Signal metal coverage by tile:
(1 px per µm) 21 x 21 tiles, from white (low) to dark blue (high), scaled to the fullest tile. Values are wire area over tile area, all layers added.
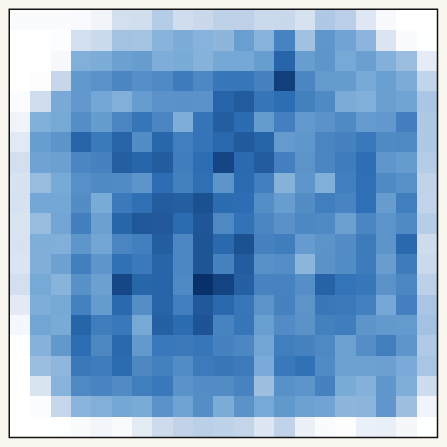
Gate-type map:
(1.5 px per µm)
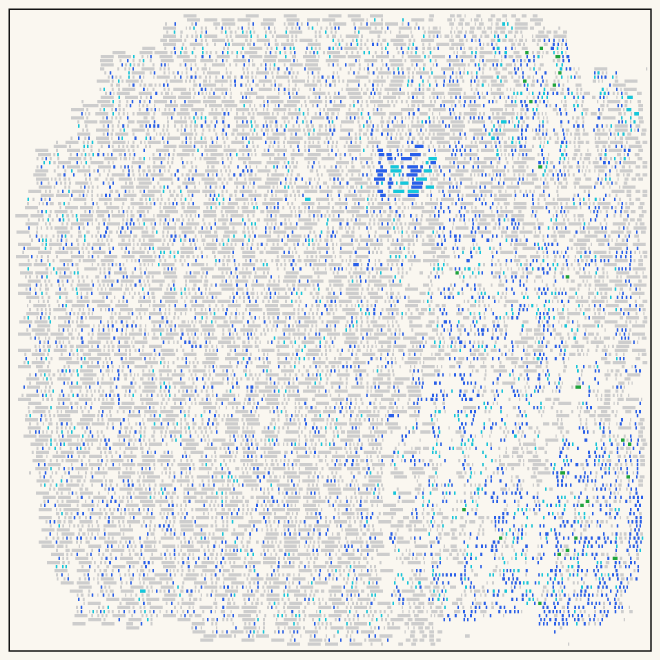
Congestion heat map:
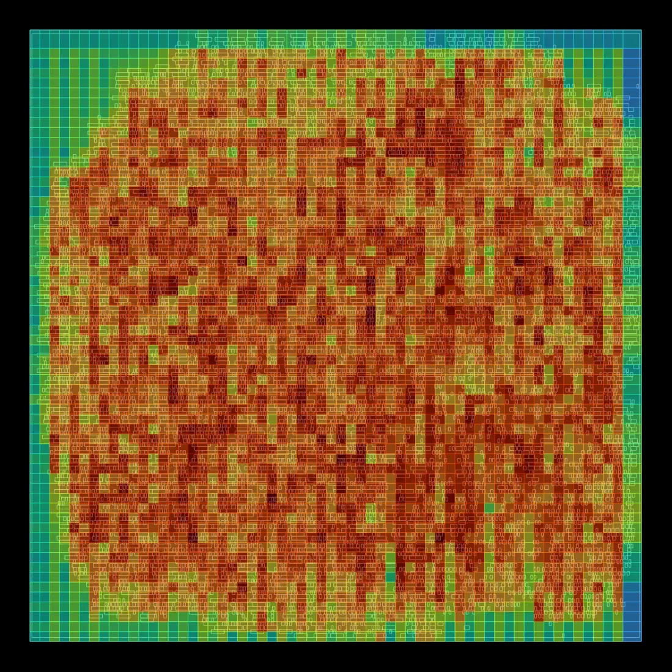
Metal 4:
(1 px per µm) Supply wires on this layer in grey.
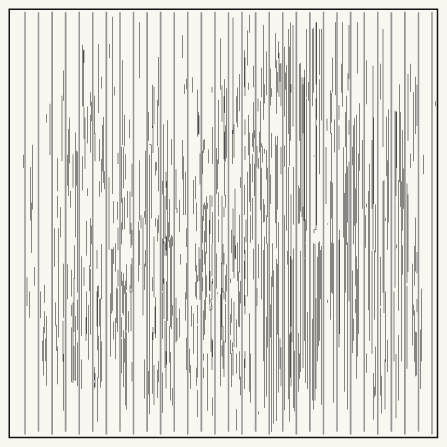
File: config.mk
export PLATFORM = sky130hd
export DESIGN_NAME = mips_multicycle_cpu
export DESIGN_NICKNAME = d
export VERILOG_FILES = /design/src/rtl/mips_multicycle_cpu.sv
export SDC_FILE = /design/constraint.sdc
export NUM_CORES = 2
export LEC_CHECK = 0
export ABC_AREA = 1
export CAP_MARGIN = 20
export CELL_PAD_IN_SITES_DETAIL_PLACEMENT = 1
export CELL_PAD_IN_SITES_GLOBAL_PLACEMENT = 1
export CORE_UTILIZATION = 42
export DETAILED_ROUTE_END_ITERATION = 7
export PLACE_DENSITY = 0.81
export SETUP_SLACK_MARGIN = 0.2
export SYNTH_ARGS = -nofsm -noshare
export SYNTH_HDL_FRONTEND = slang
export SYNTH_SLANG_ARGS = --single-unit
File: constraint.sdc
create_clock -name clk -period 35.7 [get_ports clk]
set_input_delay 3.57 -clock clk [delete_from_list [all_inputs] [get_ports clk]]
set_output_delay 3.57 -clock clk [all_outputs]
set_load 0.1 [all_outputs]
File: src/rtl/mips_multicycle_cpu.sv
// Multicycle MIPS subset core with a unified, ready-handshaked memory port.
// Optional performance counters are enabled by defining MIPS_MC_PERF_EN.
module mips_multicycle_cpu #(
  parameter logic [31:0] RESET_PC = 32'h0000_0000,
  parameter int unsigned ADDR_W   = 32
) (
  input  logic              clk,
  input  logic              reset,
  output logic              mem_req,
  output logic              mem_we,
  output logic [ADDR_W-1:0] mem_addr,
  output logic [31:0]       mem_wdata,
  input  logic [31:0]       mem_rdata,
  input  logic              mem_ready,
  output logic              halted,
  output logic [31:0]       pc_debug,
  output logic [2:0]        state_debug
`ifdef MIPS_MC_PERF_EN
  ,
  output logic [31:0]       cycle_count,
  output logic [31:0]       instret_count
`endif
);

  typedef enum logic [2:0] {
    StFetch  = 3'd0,
    StDecode = 3'd1,
    StExec   = 3'd2,
    StMem    = 3'd3,
    StWb     = 3'd4,
    StHalt   = 3'd5
  } state_e;

  localparam logic [5:0] OpRtype = 6'h00;
  localparam logic [5:0] OpJ     = 6'h02;
  localparam logic [5:0] OpBeq   = 6'h04;
  localparam logic [5:0] OpAddi  = 6'h08;
  localparam logic [5:0] OpAndi  = 6'h0C;
  localparam logic [5:0] OpOri   = 6'h0D;
  localparam logic [5:0] OpLw    = 6'h23;
  localparam logic [5:0] OpSw    = 6'h2B;

  localparam logic [5:0] FnSll = 6'h00;
  localparam logic [5:0] FnSrl = 6'h02;
  localparam logic [5:0] FnAdd = 6'h20;
  localparam logic [5:0] FnSub = 6'h22;
  localparam logic [5:0] FnAnd = 6'h24;
  localparam logic [5:0] FnOr  = 6'h25;
  localparam logic [5:0] FnXor = 6'h26;
  localparam logic [5:0] FnSlt = 6'h2A;

  state_e      state_q;
  logic [31:0] pc_q;
  logic [31:0] ir_q;
  logic [31:0] a_q;
  logic [31:0] b_q;
  logic [31:0] imm_q;
  logic [31:0] alu_q;
  logic [31:0] mdr_q;
  logic [31:0] regs [1:31];

  logic [5:0]  op;
  logic [5:0]  funct;
  logic [4:0]  rs;
  logic [4:0]  rt;
  logic [4:0]  rd;
  logic [4:0]  shamt;
  logic [4:0]  wb_idx;
  logic [31:0] rs_val;
  logic [31:0] rt_val;
  logic [31:0] imm_ext;
  logic [31:0] alu_res;
  logic [31:0] wb_data;
  logic        legal;
  logic        is_mem_op;
  logic        retire;

  assign op     = ir_q[31:26];
  assign rs     = ir_q[25:21];
  assign rt     = ir_q[20:16];
  assign rd     = ir_q[15:11];
  assign shamt  = ir_q[10:6];
  assign funct  = ir_q[5:0];
  assign wb_idx = (op == OpRtype) ? rd : rt;

  assign rs_val  = (rs == 5'd0) ? 32'd0 : regs[rs];
  assign rt_val  = (rt == 5'd0) ? 32'd0 : regs[rt];
  assign imm_ext = (op == OpAndi || op == OpOri) ? {16'd0, ir_q[15:0]}
                                                 : {{16{ir_q[15]}}, ir_q[15:0]};
  assign wb_data   = (op == OpLw) ? mdr_q : alu_q;
  assign is_mem_op = (op == OpLw) || (op == OpSw);

  always_comb begin
    legal = 1'b0;
    case (op)
      OpRtype: begin
        case (funct)
          FnAdd, FnSub, FnAnd, FnOr, FnXor, FnSlt, FnSll, FnSrl: legal = 1'b1;
          default: legal = 1'b0;
        endcase
      end
      OpAddi, OpAndi, OpOri, OpLw, OpSw, OpBeq, OpJ: legal = 1'b1;
      default: legal = 1'b0;
    endcase
  end

  always_comb begin
    alu_res = a_q + imm_q;
    case (op)
      OpRtype: begin
        case (funct)
          FnAdd:   alu_res = a_q + b_q;
          FnSub:   alu_res = a_q - b_q;
          FnAnd:   alu_res = a_q & b_q;
          FnOr:    alu_res = a_q | b_q;
          FnXor:   alu_res = a_q ^ b_q;
          FnSlt:   alu_res = {31'd0, $signed(a_q) < $signed(b_q)};
          FnSll:   alu_res = b_q << shamt;
          FnSrl:   alu_res = b_q >> shamt;
          default: alu_res = 32'd0;
        endcase
      end
      OpAndi:  alu_res = a_q & imm_q;
      OpOri:   alu_res = a_q | imm_q;
      default: alu_res = a_q + imm_q;
    endcase
  end

  // Cycles that hand control back to FETCH from EXEC, MEM or WB.
  assign retire = ((state_q == StExec) && (op == OpBeq || op == OpJ)) ||
                  ((state_q == StMem) && mem_ready && (op == OpSw)) ||
                  (state_q == StWb);

  always_ff @(posedge clk or posedge reset) begin
    if (reset) begin
      state_q <= StFetch;
      pc_q    <= RESET_PC;
      ir_q    <= 32'd0;
      a_q     <= 32'd0;
      b_q     <= 32'd0;
      imm_q   <= 32'd0;
      alu_q   <= 32'd0;
      mdr_q   <= 32'd0;
      for (int i = 1; i < 32; i++) begin
        regs[i] <= 32'd0;
      end
`ifdef MIPS_MC_PERF_EN
      cycle_count   <= 32'd0;
      instret_count <= 32'd0;
`endif
    end else begin
`ifdef MIPS_MC_PERF_EN
      cycle_count <= cycle_count + 32'd1;
      if (retire) instret_count <= instret_count + 32'd1;
`endif
      case (state_q)
        StFetch: begin
          if (mem_ready) begin
            ir_q    <= mem_rdata;
            pc_q    <= pc_q + 32'd4;
            state_q <= StDecode;
          end
        end
        StDecode: begin
          a_q     <= rs_val;
          b_q     <= rt_val;
          imm_q   <= imm_ext;
          state_q <= legal ? StExec : StHalt;
        end
        StExec: begin
          alu_q <= alu_res;
          if (is_mem_op) begin
            // Misaligned accesses stop the core before any bus request.
            state_q <= (alu_res[1:0] != 2'b00) ? StHalt : StMem;
          end else if (op == OpBeq) begin
            if (a_q == b_q) pc_q <= pc_q + (imm_q << 2);
            state_q <= StFetch;
          end else if (op == OpJ) begin
            pc_q    <= {pc_q[31:28], ir_q[25:0], 2'b00};
            state_q <= StFetch;
          end else begin
            state_q <= StWb;
          end
        end
        StMem: begin
          if (mem_ready) begin
            if (op == OpLw) begin
              mdr_q   <= mem_rdata;
              state_q <= StWb;
            end else begin
              state_q <= StFetch;
            end
          end
        end
        StWb: begin
          if (wb_idx != 5'd0) regs[wb_idx] <= wb_data;
          state_q <= StFetch;
        end
        default: state_q <= StHalt;
      endcase
    end
  end

  // Bus strobes are gated by reset so a pending transfer drops immediately.
  assign mem_req     = !reset && (state_q == StFetch || state_q == StMem);
  assign mem_we      = !reset && (state_q == StMem) && (op == OpSw);
  assign mem_addr    = (state_q == StMem) ? alu_q[ADDR_W-1:0] : pc_q[ADDR_W-1:0];
  assign mem_wdata   = b_q;
  assign halted      = (state_q == StHalt);
  assign pc_debug    = pc_q;
  assign state_debug = state_q;

endmodule

==> reports/qor.csv <==
stage,metric,value,unit
outcome,outcome,"finished, final reports clean",
global_route,grt.total_usage,40.7,%
route,antenna_left,0,
setup_path,critical_path_buf_inv_count,2,
finish,num-nonclk-buffers,289,
finish,seqCellArea,30100,µm²
power_and_ir_drop,p_sw_share,56.1,%
clocking,cts_max_level,4,
global_route,initial_antenna_violation_count,26,
power_and_ir_drop,power.switching,4.96,mW
route,drt_first_iter_violations,8806,
run,timing.max_cap.violations,0,
place,hpwl,239,mm
finish,largest_register_ff_count,992,
sta,timing.slew.headroom,16.5,%
die,die_width,427,µm
logic_synthesis,xor_area_share,0.612,%
setup_path,cpPeakStageDelay,1.18,ns
sta,highest_clock_frequency_the_design_can_meet,0.110,GHz
clocking,hold_buffers,0,
sta,fin_crit_sh,25.5,%
die,floorplan.core_area,179000,µm²
finish,nFillCells,22600,
setup_path,critical_path_cell_sequence,"clkdlybuf4s50_1, nor4_1, clkdlybuf4s50_1",
setup_path,worst-path-max-fanout,3,
sta,tightest_slew,1.24,ns
place,io_buffer_count,134,
clocking,root_buffer,sky130_fd_sc_hd__clkbuf_16,
finish,clockNetworkAreaShare,5.84,%
finish,clock_buffer_count,210,
hold_path,holdCritPathClass,register to register,
setup_path,worst_setup_endpoint,mem_we,
logic_synthesis,post_synth_ao_oa_area_fraction,28.0,%
logic_synthesis,yosysUniqueCellTypes,57,
die,ios,137,
finish,non_clock_inverter_count,995,
finish,logic_gate_count,7744,
logic_synthesis,synth_seq_share,39.7,%
sta,drv_slew,0,
power_and_ir_drop,power_leakage,35.8,nW
route,route.layer.met1.wl,146,mm
finish,buf_share,3.22,%
setup_path,timing.critical_path.from,reset,
setup_path,setup.worst_path.end_class,output pin,
logic_synthesis,synth.avg_cell_area,7.04,µm²
logic_synthesis,yosys-stat-area,75800,µm²
route,highest_metal_layer_used_by_the_detailed_router,met5,
logic_synthesis,synth.largest_area_cell,sky130_fd_sc_hd__dfrtp_1,
setup_path,path_class,primary input to output pin,
logic_synthesis,yosys-stat-cells,10800,
finish,fraction_of_area_in_registers,36.0,%
global_route,grt_overflow_total,0,
logic_synthesis,yosys-dominant-comb-family,AND-OR/OR-AND gates,
sta,setup_slack,26.61,ns
logic_synthesis,fa_ha_area_share,3.24,%
power_and_ir_drop,pwr-share-seq,24.7,%
setup_path,critical_path_data_arrival_time,5.52,ns
finish,finalInstanceArea,83600,µm²
finish,layout_top_cell,sky130_fd_sc_hd__nand2_1,
place,dp.cells,12600,
clocking,cts_made_buffers,146,
setup_path,timing.critical_path.slowest_stage_cell,sky130_fd_sc_hd__clkdlybuf4s50_1,
sta,holdWs,0.486,ns
die,floorplan.tapcells,2355,
-- 'signal metal coverage by tile' (at the start) --
The mean over all tiles is 0.36. The fullest tile reaches 0.68. 66% of the tiles are over half the peak. The emptiest ninth of the die: top left. The densest ninth of the die: middle.
wirelength, routed: 377 mm
number of vias after detailed routing: 82700
post-detailed-route wirelength per cell: 29.3 µm

-- 'gate-type map' (at the start) --
nor cells: drawn in cyan, cells 784, where all over the die. non-inverting ao/oa cells: drawn in green, cells 24. nand cells: drawn in blue, cells 2722, where all over the die.

-- 'congestion heat map' (at the start) --
global routing met2 resource utilization: 62.4%
GR Util met1: 50.4%

-- 'metal 4' (at the start) --
The layer holds 7.7% of the routed length. The longest straight run is 259 µm. 314 nets have wire on it. The wires run mostly vertical. The layer carries 29.1 mm of wire.

Power figures rest on the tool's default switching activity, not on a simulated workload.
